$ cat src/rtl/wb_pkg.sv
// Shared types and widths for the register write-back stage.
//
// Contents:
//   XLEN       - datapath width
//   REG_ADDR_W - register address width
//   NUM_REGS   - number of architectural registers (width of the pending mask)
//   wb_req_t   - one register write request {rd, data}
package wb_pkg;

  localparam int XLEN       = 32;
  localparam int REG_ADDR_W = 5;
  localparam int NUM_REGS   = 1 << REG_ADDR_W;

  typedef struct packed {
    logic [REG_ADDR_W-1:0] rd;
    logic [XLEN-1:0]       data;
  } wb_req_t;

endpackage

$ cat src/rtl/wb_md_fifo.sv
// Result FIFO for the multi-cycle MUL/DIV unit.
//
// Holds results until the write-back arbiter gets a free write slot. The
// pending mask tells the hazard unit which destinations still have a result
// parked here.
//
// Ports:
//   clk, rst_n   - clock, asynchronous active-low reset (discards entries)
//   push_i       - enqueue push_req_i (ignored while full)
//   push_req_i   - result to enqueue
//   pop_i        - drop the head entry (ignored while empty)
//   head_o       - oldest entry, valid while not_empty_o
//   not_empty_o  - at least one entry held
//   ready_o      - space available, from the registered count only
//   pending_o    - one-hot OR of rd over all held entries
module wb_md_fifo
  import wb_pkg::*;
#(
  parameter int DEPTH = 2
) (
  input  logic                clk,
  input  logic                rst_n,
  input  logic                push_i,
  input  wb_req_t             push_req_i,
  input  logic                pop_i,
  output wb_req_t             head_o,
  output logic                not_empty_o,
  output logic                ready_o,
  output logic [NUM_REGS-1:0] pending_o
);

  localparam int PTR_W = (DEPTH > 1) ? $clog2(DEPTH) : 1;
  localparam int CNT_W = $clog2(DEPTH + 1);

  wb_req_t          mem_q [DEPTH];
  logic [PTR_W-1:0] wr_ptr_q, wr_ptr_d;
  logic [PTR_W-1:0] rd_ptr_q, rd_ptr_d;
  logic [CNT_W-1:0] count_q, count_d;
  logic             push_ok, pop_ok;

  assign ready_o     = (count_q < CNT_W'(DEPTH));
  assign not_empty_o = (count_q != '0);
  assign head_o      = mem_q[rd_ptr_q];

  // Full blocks a push even when a pop happens in the same cycle.
  assign push_ok = push_i && ready_o;
  assign pop_ok  = pop_i && not_empty_o;

  // NOTE: every signal gets a default at the top of always_comb so no path
  // leaves it unassigned, which would otherwise infer a latch.
  always_comb begin
    wr_ptr_d = wr_ptr_q;
    rd_ptr_d = rd_ptr_q;
    count_d  = count_q;
    // DEPTH is a power of two, so natural pointer overflow is the modulo wrap.
    if (push_ok) wr_ptr_d = wr_ptr_q + PTR_W'(1);
    if (pop_ok)  rd_ptr_d = rd_ptr_q + PTR_W'(1);
    case ({push_ok, pop_ok})
      2'b10:   count_d = count_q + CNT_W'(1);
      2'b01:   count_d = count_q - CNT_W'(1);
      default: count_d = count_q;
    endcase
  end

  // NOTE: sequential state uses non-blocking assignments so every flop samples
  // the pre-edge value of every other flop, independent of statement order.
  always_ff @(posedge clk or negedge rst_n) begin
    if (!rst_n) begin
      wr_ptr_q <= '0;
      rd_ptr_q <= '0;
      count_q  <= '0;
    end else begin
      wr_ptr_q <= wr_ptr_d;
      rd_ptr_q <= rd_ptr_d;
      count_q  <= count_d;
    end
  end

  // NOTE: the storage array is deliberately not reset; count_q alone decides
  // which slots hold live data, and leaving the array out of reset keeps it
  // mappable onto plain RAM/flops without a reset network.
  always_ff @(posedge clk) begin
    if (push_ok) mem_q[wr_ptr_q] <= push_req_i;
  end

  // Walk the live window [rd_ptr, rd_ptr + count) and OR in each destination.
  always_comb begin
    pending_o = '0;
    for (int i = 0; i < DEPTH; i++) begin
      if (CNT_W'(i) < count_q)
        pending_o[mem_q[rd_ptr_q + PTR_W'(i)].rd] = 1'b1;
    end
  end

endmodule

$ cat src/rtl/reg_writeback_unit.sv
// Write-back stage: sole driver of the register file write port.
//
// Merges the in-order MEM/WB result stream with out-of-order MUL/DIV results.
// MUL/DIV results wait in wb_md_fifo; the main pipe has priority, but a FIFO
// head that has waited STARVE_LIMIT cycles raises WB_STALL for one cycle and
// takes the write slot. All write-port outputs are registered.
//
// Optional feature (macro WB_FWD_EN): same-cycle forwarding of the value
// being written to two read ports (RS1_/RS2_ADDR -> RSn_FWD, FWD_DATAn).
//
// Ports:
//   CLK, RESET                     - clock, asynchronous active-low reset
//   MEM_VALID/WEN/RD/DATA          - main-pipe result
//   WB_STALL                       - main pipe must hold MEM/WB this cycle
//   MD_VALID/READY/RD/DATA         - MUL/DIV result handshake
//   MD_PENDING                     - destinations with a result in the FIFO
//   WB_WRITE, WB_ADDR, WB_DATA     - register file WRITE, INADDRESS, IN
module reg_writeback_unit
  import wb_pkg::*;
#(
  parameter int MD_DEPTH     = 2,
  parameter int STARVE_LIMIT = 4
) (
  input  logic                  CLK,
  input  logic                  RESET,
  input  logic                  MEM_VALID,
  input  logic                  MEM_WEN,
  input  logic [REG_ADDR_W-1:0] MEM_RD,
  input  logic [XLEN-1:0]       MEM_DATA,
  output logic                  WB_STALL,
  input  logic                  MD_VALID,
  output logic                  MD_READY,
  input  logic [REG_ADDR_W-1:0] MD_RD,
  input  logic [XLEN-1:0]       MD_DATA,
  output logic [NUM_REGS-1:0]   MD_PENDING,
  output logic                  WB_WRITE,
  output logic [REG_ADDR_W-1:0] WB_ADDR,
  output logic [XLEN-1:0]       WB_DATA
`ifdef WB_FWD_EN
  ,
  input  logic [REG_ADDR_W-1:0] RS1_ADDR,
  input  logic [REG_ADDR_W-1:0] RS2_ADDR,
  output logic                  RS1_FWD,
  output logic                  RS2_FWD,
  output logic [XLEN-1:0]       FWD_DATA1,
  output logic [XLEN-1:0]       FWD_DATA2
`endif
);

  localparam int                AGE_W   = $clog2(STARVE_LIMIT + 1);
  localparam logic [AGE_W-1:0]  AGE_MAX = AGE_W'(STARVE_LIMIT);

  logic                  main_live;
  logic                  md_push, md_pop;
  logic                  md_not_empty;
  wb_req_t               md_head;

  logic [AGE_W-1:0]      age_q, age_d;
  logic                  stall_q, stall_d;
  logic                  wb_write_q, wb_write_d;
  logic [REG_ADDR_W-1:0] wb_addr_q, wb_addr_d;
  logic [XLEN-1:0]       wb_data_q, wb_data_d;

  // Writes to x0 are dropped at the door: main results are consumed silently
  // and MUL/DIV results are accepted but never enqueued.
  assign main_live = MEM_VALID && MEM_WEN && (MEM_RD != '0);
  assign md_push   = MD_VALID && MD_READY && (MD_RD != '0);

  wb_md_fifo #(
    .DEPTH (MD_DEPTH)
  ) u_md_fifo (
    .clk         (CLK),
    .rst_n       (RESET),
    .push_i      (md_push),
    .push_req_i  ('{rd: MD_RD, data: MD_DATA}),
    .pop_i       (md_pop),
    .head_o      (md_head),
    .not_empty_o (md_not_empty),
    .ready_o     (MD_READY),
    .pending_o   (MD_PENDING)
  );

  // Arbitration: starved FIFO head, then main pipe, then idle-slot drain.
  // WB_ADDR/WB_DATA hold their last value when no write is issued.
  always_comb begin
    md_pop     = 1'b0;
    wb_write_d = 1'b0;
    wb_addr_d  = wb_addr_q;
    wb_data_d  = wb_data_q;
    if ((stall_q || !main_live) && md_not_empty) begin
      md_pop     = 1'b1;
      wb_write_d = 1'b1;
      wb_addr_d  = md_head.rd;
      wb_data_d  = md_head.data;
    end else if (!stall_q && main_live) begin
      wb_write_d = 1'b1;
      wb_addr_d  = MEM_RD;
      wb_data_d  = MEM_DATA;
    end
  end

  // Age of the FIFO head in cycles spent waiting; the stall flop is simply
  // "age has hit the limit", and the stall cycle pops the head, so each
  // starvation event produces exactly one stall cycle.
  always_comb begin
    if (!md_not_empty || md_pop) age_d = '0;
    else if (age_q != AGE_MAX)   age_d = age_q + AGE_W'(1);
    else                         age_d = age_q;
    stall_d = (age_d == AGE_MAX);
  end

  always_ff @(posedge CLK or negedge RESET) begin
    if (!RESET) begin
      age_q      <= '0;
      stall_q    <= 1'b0;
      wb_write_q <= 1'b0;
      wb_addr_q  <= '0;
      wb_data_q  <= '0;
    end else begin
      age_q      <= age_d;
      stall_q    <= stall_d;
      wb_write_q <= wb_write_d;
      wb_addr_q  <= wb_addr_d;
      wb_data_q  <= wb_data_d;
    end
  end

  assign WB_STALL = stall_q;
  assign WB_WRITE = wb_write_q;
  assign WB_ADDR  = wb_addr_q;
  assign WB_DATA  = wb_data_q;

`ifdef WB_FWD_EN
  // Combinational bypass for a read of the register being written this cycle.
  assign RS1_FWD   = wb_write_q && (wb_addr_q == RS1_ADDR) && (RS1_ADDR != '0);
  assign RS2_FWD   = wb_write_q && (wb_addr_q == RS2_ADDR) && (RS2_ADDR != '0);
  assign FWD_DATA1 = wb_data_q;
  assign FWD_DATA2 = wb_data_q;
`endif

endmodule

$ cat config.mk
export PLATFORM = sky130hd
export DESIGN_NAME = reg_writeback_unit
export DESIGN_NICKNAME = d
export VERILOG_FILES = /design/src/rtl/wb_pkg.sv /design/src/rtl/wb_md_fifo.sv /design/src/rtl/reg_writeback_unit.sv
export SDC_FILE = /design/constraint.sdc
export NUM_CORES = 1
export LEC_CHECK = 0
export CAP_MARGIN = 20
export CELL_PAD_IN_SITES_DETAIL_PLACEMENT = 0
export CELL_PAD_IN_SITES_GLOBAL_PLACEMENT = 2
export CORE_MARGIN = 2
export CORE_UTILIZATION = 30
export DETAILED_ROUTE_END_ITERATION = 8
export GPL_TIMING_DRIVEN = 0
export PLACE_DENSITY_LB_ADDON = 0.1
export SLEW_MARGIN = 25
export SYNTH_ARGS = -nofsm -noshare
export SYNTH_HDL_FRONTEND = slang
export SYNTH_SLANG_ARGS = --single-unit
$ cat constraint.sdc
create_clock -name CLK -period 3.6 [get_ports CLK]
set_input_delay 0.36 -clock CLK [delete_from_list [all_inputs] [get_ports CLK]]
set_output_delay 0.36 -clock CLK [all_outputs]
set_load 0.03 [all_outputs]
Wire density map:
The die is cut into 28 by 28 equal tiles; white is low, dark blue is high, scaled to the fullest tile. Values are wire area over tile area, all layers added.
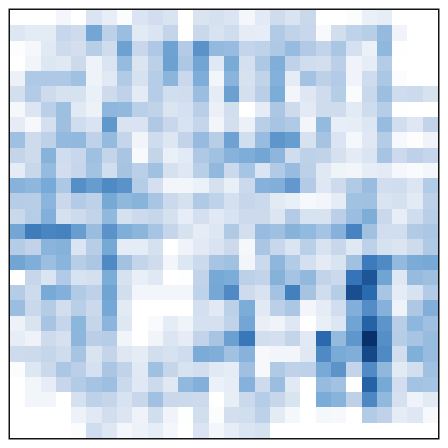
densest ninth of the die: west
nearly empty tiles: 9.4%
mean over tiles: 0.12

Layout detail:
Scale bar: 5 um. Window x 59 to 79, y 87 to 107 um. Cells in grey, sequential cells in the stronger grey; small squares are vias.
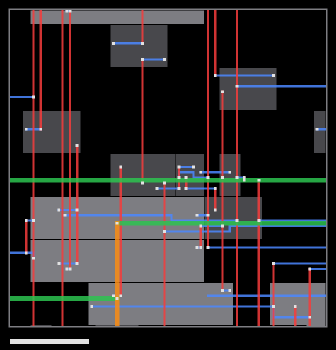
legend:
  metal 1:
    colour: blue
  metal 2:
    colour: red
  metal 3:
    colour: green
  metal 4:
    colour: orange
sequential cells in the window: 3
netlist names of flops here include: u_md_fifo.mem_q (2), WB_DATA (1)
cells with their middle in the window: 10
most frequent: clkdlybuf4s50_1 (3), edfxtp_1 (2)

Pin map:
Scale bar: 50 um. Pins as bars across the die edge, other pins in grey.
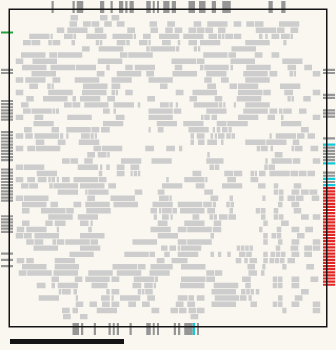
legend:
  CLK:
    colour: green
    pins: 1
    direction: input
    edge: west
  MD_PENDING:
    colour: red
    pins: 32
    direction: output
    edge: east
  WB_ADDR:
    colour: cyan
    pins: 5
    direction: output
    edge: 4 east, 1 south
all pins by edge: 52 east, 40 west, 38 north, 21 south
number of buffers inserted by port buffering: 150
Chip Height: 138.0 um
die width: 138.0 um

==> summary.txt <==
Results of an implementation run.

Yosys stat counts 399 cells in the synthesized netlist. The share of total power dissipated in the clock network is 25.5%. At the floorplan stage, the core utilization is reported as 30.30%.

The count of hold buffers inserted by post-cts repair is 1. The report puts the cell count of the worst reg-to-reg path at 6. The final period demand of the worst path is 3.330 ns. The number of flip-flops in the largest register is 74. The sequential cell area is 3373 um^2. The number of global-route vias before repair is 4045. The number of inserted filler cells in the final layout is 1673. The fraction of post-synthesis cell area in the top cell type by area is 41.24%. The mean instance size in the synthesized netlist is 13.50 um^2. The max-slew check reports its worst relative slack as 51.82%. The arrival time of data at the critical path endpoint is 2.97 ns. The portion of synthesized area spent on multiplexers is 16.60%. After routing, the total negative slack on setup checks comes to 0 ns. The synthesized netlist devotes 6.828% of its cell area to simple gates. Power attributed to sequential cells is 2.09 mW. 254 cells are multi-input combinational gates. The worst hold path class is input pin to asynchronous set/reset pin. The largest power group is combinational logic. The actual slew at the worst max-slew pin is 0.7026 ns.

The number of antenna violations at the first check in global routing came to 0. On met2, the global router reports a usage of 24.60%. The weighted congestion at the end of routability-driven global placement is 0.7506. The die covers 19050 um^2. In this run, placement finished with an instance count of 781. The report counts max-capacitance violations totalling 0. According to the timing report, the critical path is captured at MD_PENDING[0]. The post-layout net count is 656. The element type at the critical path end is a primary output. The non-clock inverter count in the final layout is 6. Clock tree synthesis selected as its root buffer the cell sky130_fd_sc_hd__clkbuf_16. The count of flip-flops with a built-in enable after synthesis is 74. The total number of tap cells is 229. Using the TritonRoute via totals, the vias-per-cell ratio works out to 4.839.

The synthesized netlist cell count is 399. The routed design has 14190 um of wire. Setup repair after global routing left no endpoint under its margin. Power spread over the standard cell area amounts to 853.7 nW/um^2. The number of hold violations in the final report is 0. For this block, the initial DRC count from the detailed router was 157.

After Yosys synthesis, full adders, half adders and majority gates account for 1.161% of the synthesized area. Power comes to 6.712 mW. Per the timing report, the biggest fanout along the worst path comes to 10. In this run the layout overhead on the synthesized area is reported as 45.94%. The combinational gate area is 1889 um^2. The detailed-route via count is 3939.

At the worst endpoint, the required time is 3.24 ns. Combinational power for this build is 2.91 mW. The compound-gate portion of the synthesized area is 9.382%. The iteration tally of the first detailed-router pass is 4. The clock passes through at most 2 buffers. The setup check on the worst reg-to-reg path leaves a slack of 1.44 ns.

Cells fill 44.22% of the core in the end. The tightest hold margin is 0.3938 ns. Per the detail_route log, met2 wirelength is 6606 um. The post-synth register bit count is 120. The critical path class is flop to primary output. At the placement stage, the worst setup path has a slack of 0.6512 ns. The global routing usage on met1 is 19.43%. TritonRoute output was used to compute an average wire per cell of 17.43 um.

Registers represent a cell area share of 42.90%. In this run the VDD rail shows a maximum IR drop of 0.3660 mV. The clock network takes up 7.591% of total cell area after layout. The cell-internal power is 4.232 mW. The post-synth net total is 483. TritonCTS built the clock tree.

The final standard cell count with taps included and fillers excluded is 814. The top routing layer in use is met4. Summed over all instances, the cell type with the most area after synthesis is sky130_fd_sc_hd__edfxtp_1.

The gate-level netlist out of Yosys references 33 unique cell types. The number of ports placed on the die boundary is 151. Among the non-sequential cells, multiplexers take the most area. The peak clock frequency supported by timing is 0.3003 GHz.

The clock-pin slew on the worst setup and hold paths is 0.06 ns. Yosys reports a chip area of 5388 um^2. The share of total power dissipated in combinational logic is 43.4%. The final clock period utilization by the worst path is 92.51%.

Per the CTS log, the maximum H-tree level is 4. Of all flip-flops after synthesis, the portion carrying an async set or reset was 38.33%. The switching component of the power was reported as 2.480 mW.

Looking at the reg2reg group, the worst path starts from u_md_fifo.count_q[1]. After detailed routing, the met3 layer carries 1057 um of wire. Per the TritonCTS log, the buffer count is 17. The layout has 20 clock buffers. Counting pins that exceed their max-slew limit in the final report gives 0. The layout report gives the multi-input gate share of total cell area as 24.03%.

The cell kind with the greatest summed area is flip-flops and latches. The total leakage power is 2.914 nW. The register with the most flip-flops is u_md_fifo.mem_q. Entering global routing, the biggest net connects 27 pins. Summed over all routing layers, the global router reports a total usage of 15.42%.

The half-perimeter wire length after placement is 10330 um. The most common logic cell in the final layout is sky130_fd_sc_hd__clkdlybuf4s50_1. At the later pin of the worst-skew pair, clock insertion delay measures 0.42 ns. According to the floorplan log, the row count is 49. In the per-layer summary, the met1 wirelength comes to 6314 um. The worst setup path is launched from a flop. Switching power as a fraction of the total was reported as 36.95%. Once routing completed, OpenROAD measured the worst setup slack at 0.2695 ns. The total setup violations reported at the end of the flow is 0. In the final layout, the share of cells above drive strength 1 is 15.38%. Tracing the worst setup path back leads to its startpoint at u_md_fifo.rd_ptr_q.

The post-synthesis xor/xnor area fraction is 0.8128%. Once layout is done, the placed cells without fillers occupy 7863 um^2. 0 antenna diodes ended up in the layout. The count of plain and timing-repair buffers is 173. The residual antenna-violating net count after detailed routing is 0. The area of the placeable core is 17780 um^2. Ranking logic cells in the layout by count gives the top entries sky130_fd_sc_hd__clkdlybuf4s50_1 (149), sky130_fd_sc_hd__edfxtp_1 (74), sky130_fd_sc_hd__dfrtp_1 (46).

The warning tally printed by Yosys for this design is 0. The share of the yosys chip area belonging to registers is 62.61%. The global-route congestion overflow total is 0.

The most utilized layer in the global route result is met2. Once the clock tree was built, the resizer swapped 0 gates to a different size. The run finished with clean final reports. Among all flip-flop cells after synthesis, the most frequent one is sky130_fd_sc_hd__edfxtp_1.

Ranked by total cell area, the synthesized netlist is headed by sky130_fd_sc_hd__edfxtp_1 (41%), sky130_fd_sc_hd__dfrtp_1 (21%), sky130_fd_sc_hd__mux2_2 (8.6%), sky130_fd_sc_hd__mux2i_1 (7.6%), sky130_fd_sc_hd__o21ai_0 (4.2%). The capture point of the worst reg-to-reg path is WB_DATA[29]. Per the repair_timing log after CTS, setup buffers inserted total 0. The number of warnings in the stage logs is 28.
Clock wiring as the flow saved it:
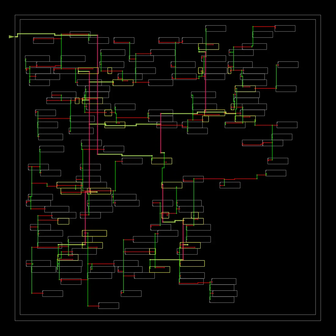
worst-case clock skew: 0.008380 ns
Clock net power: 1.71 mW
count of flip-flops and latches: 120
total number of clock tree sinks: 120

Selected gate families:
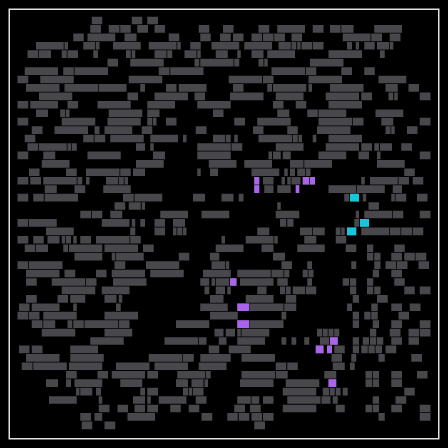
legend:
  non-inverting ao/oa cells:
    colour: cyan
    cells: 3
    most_used: a22o_1
  nor cells:
    colour: purple
    cells: 12
    most_used: nor3_1

cell usage after synthesis (all sizes together), types with 3 or more instances:
cell,number
or3,6
nor3,4
nor3b,3
dfrtp,46
ha,5
and3b,4
nand2,38
a22o,3
clkbuf,8
edfxtp,74
buf,11
inv,6
xnor2,4
o21ai,45
o22ai,33
mux2,43
nand3,12
nor2,3
mux2i,41
critical path: stages (launching register included):
cell,delay (ns)
sky130_fd_sc_hd__dfrtp_1,0.35
sky130_fd_sc_hd__buf_2,0.25
sky130_fd_sc_hd__buf_2,0.33
sky130_fd_sc_hd__mux2i_1,0.38
sky130_fd_sc_hd__o21ai_0,0.30
sky130_fd_sc_hd__o22ai_1,0.24
sky130_fd_sc_hd__clkdlybuf4s50_1,0.71
No activity file was given, so power comes from the tool's default toggle rates.
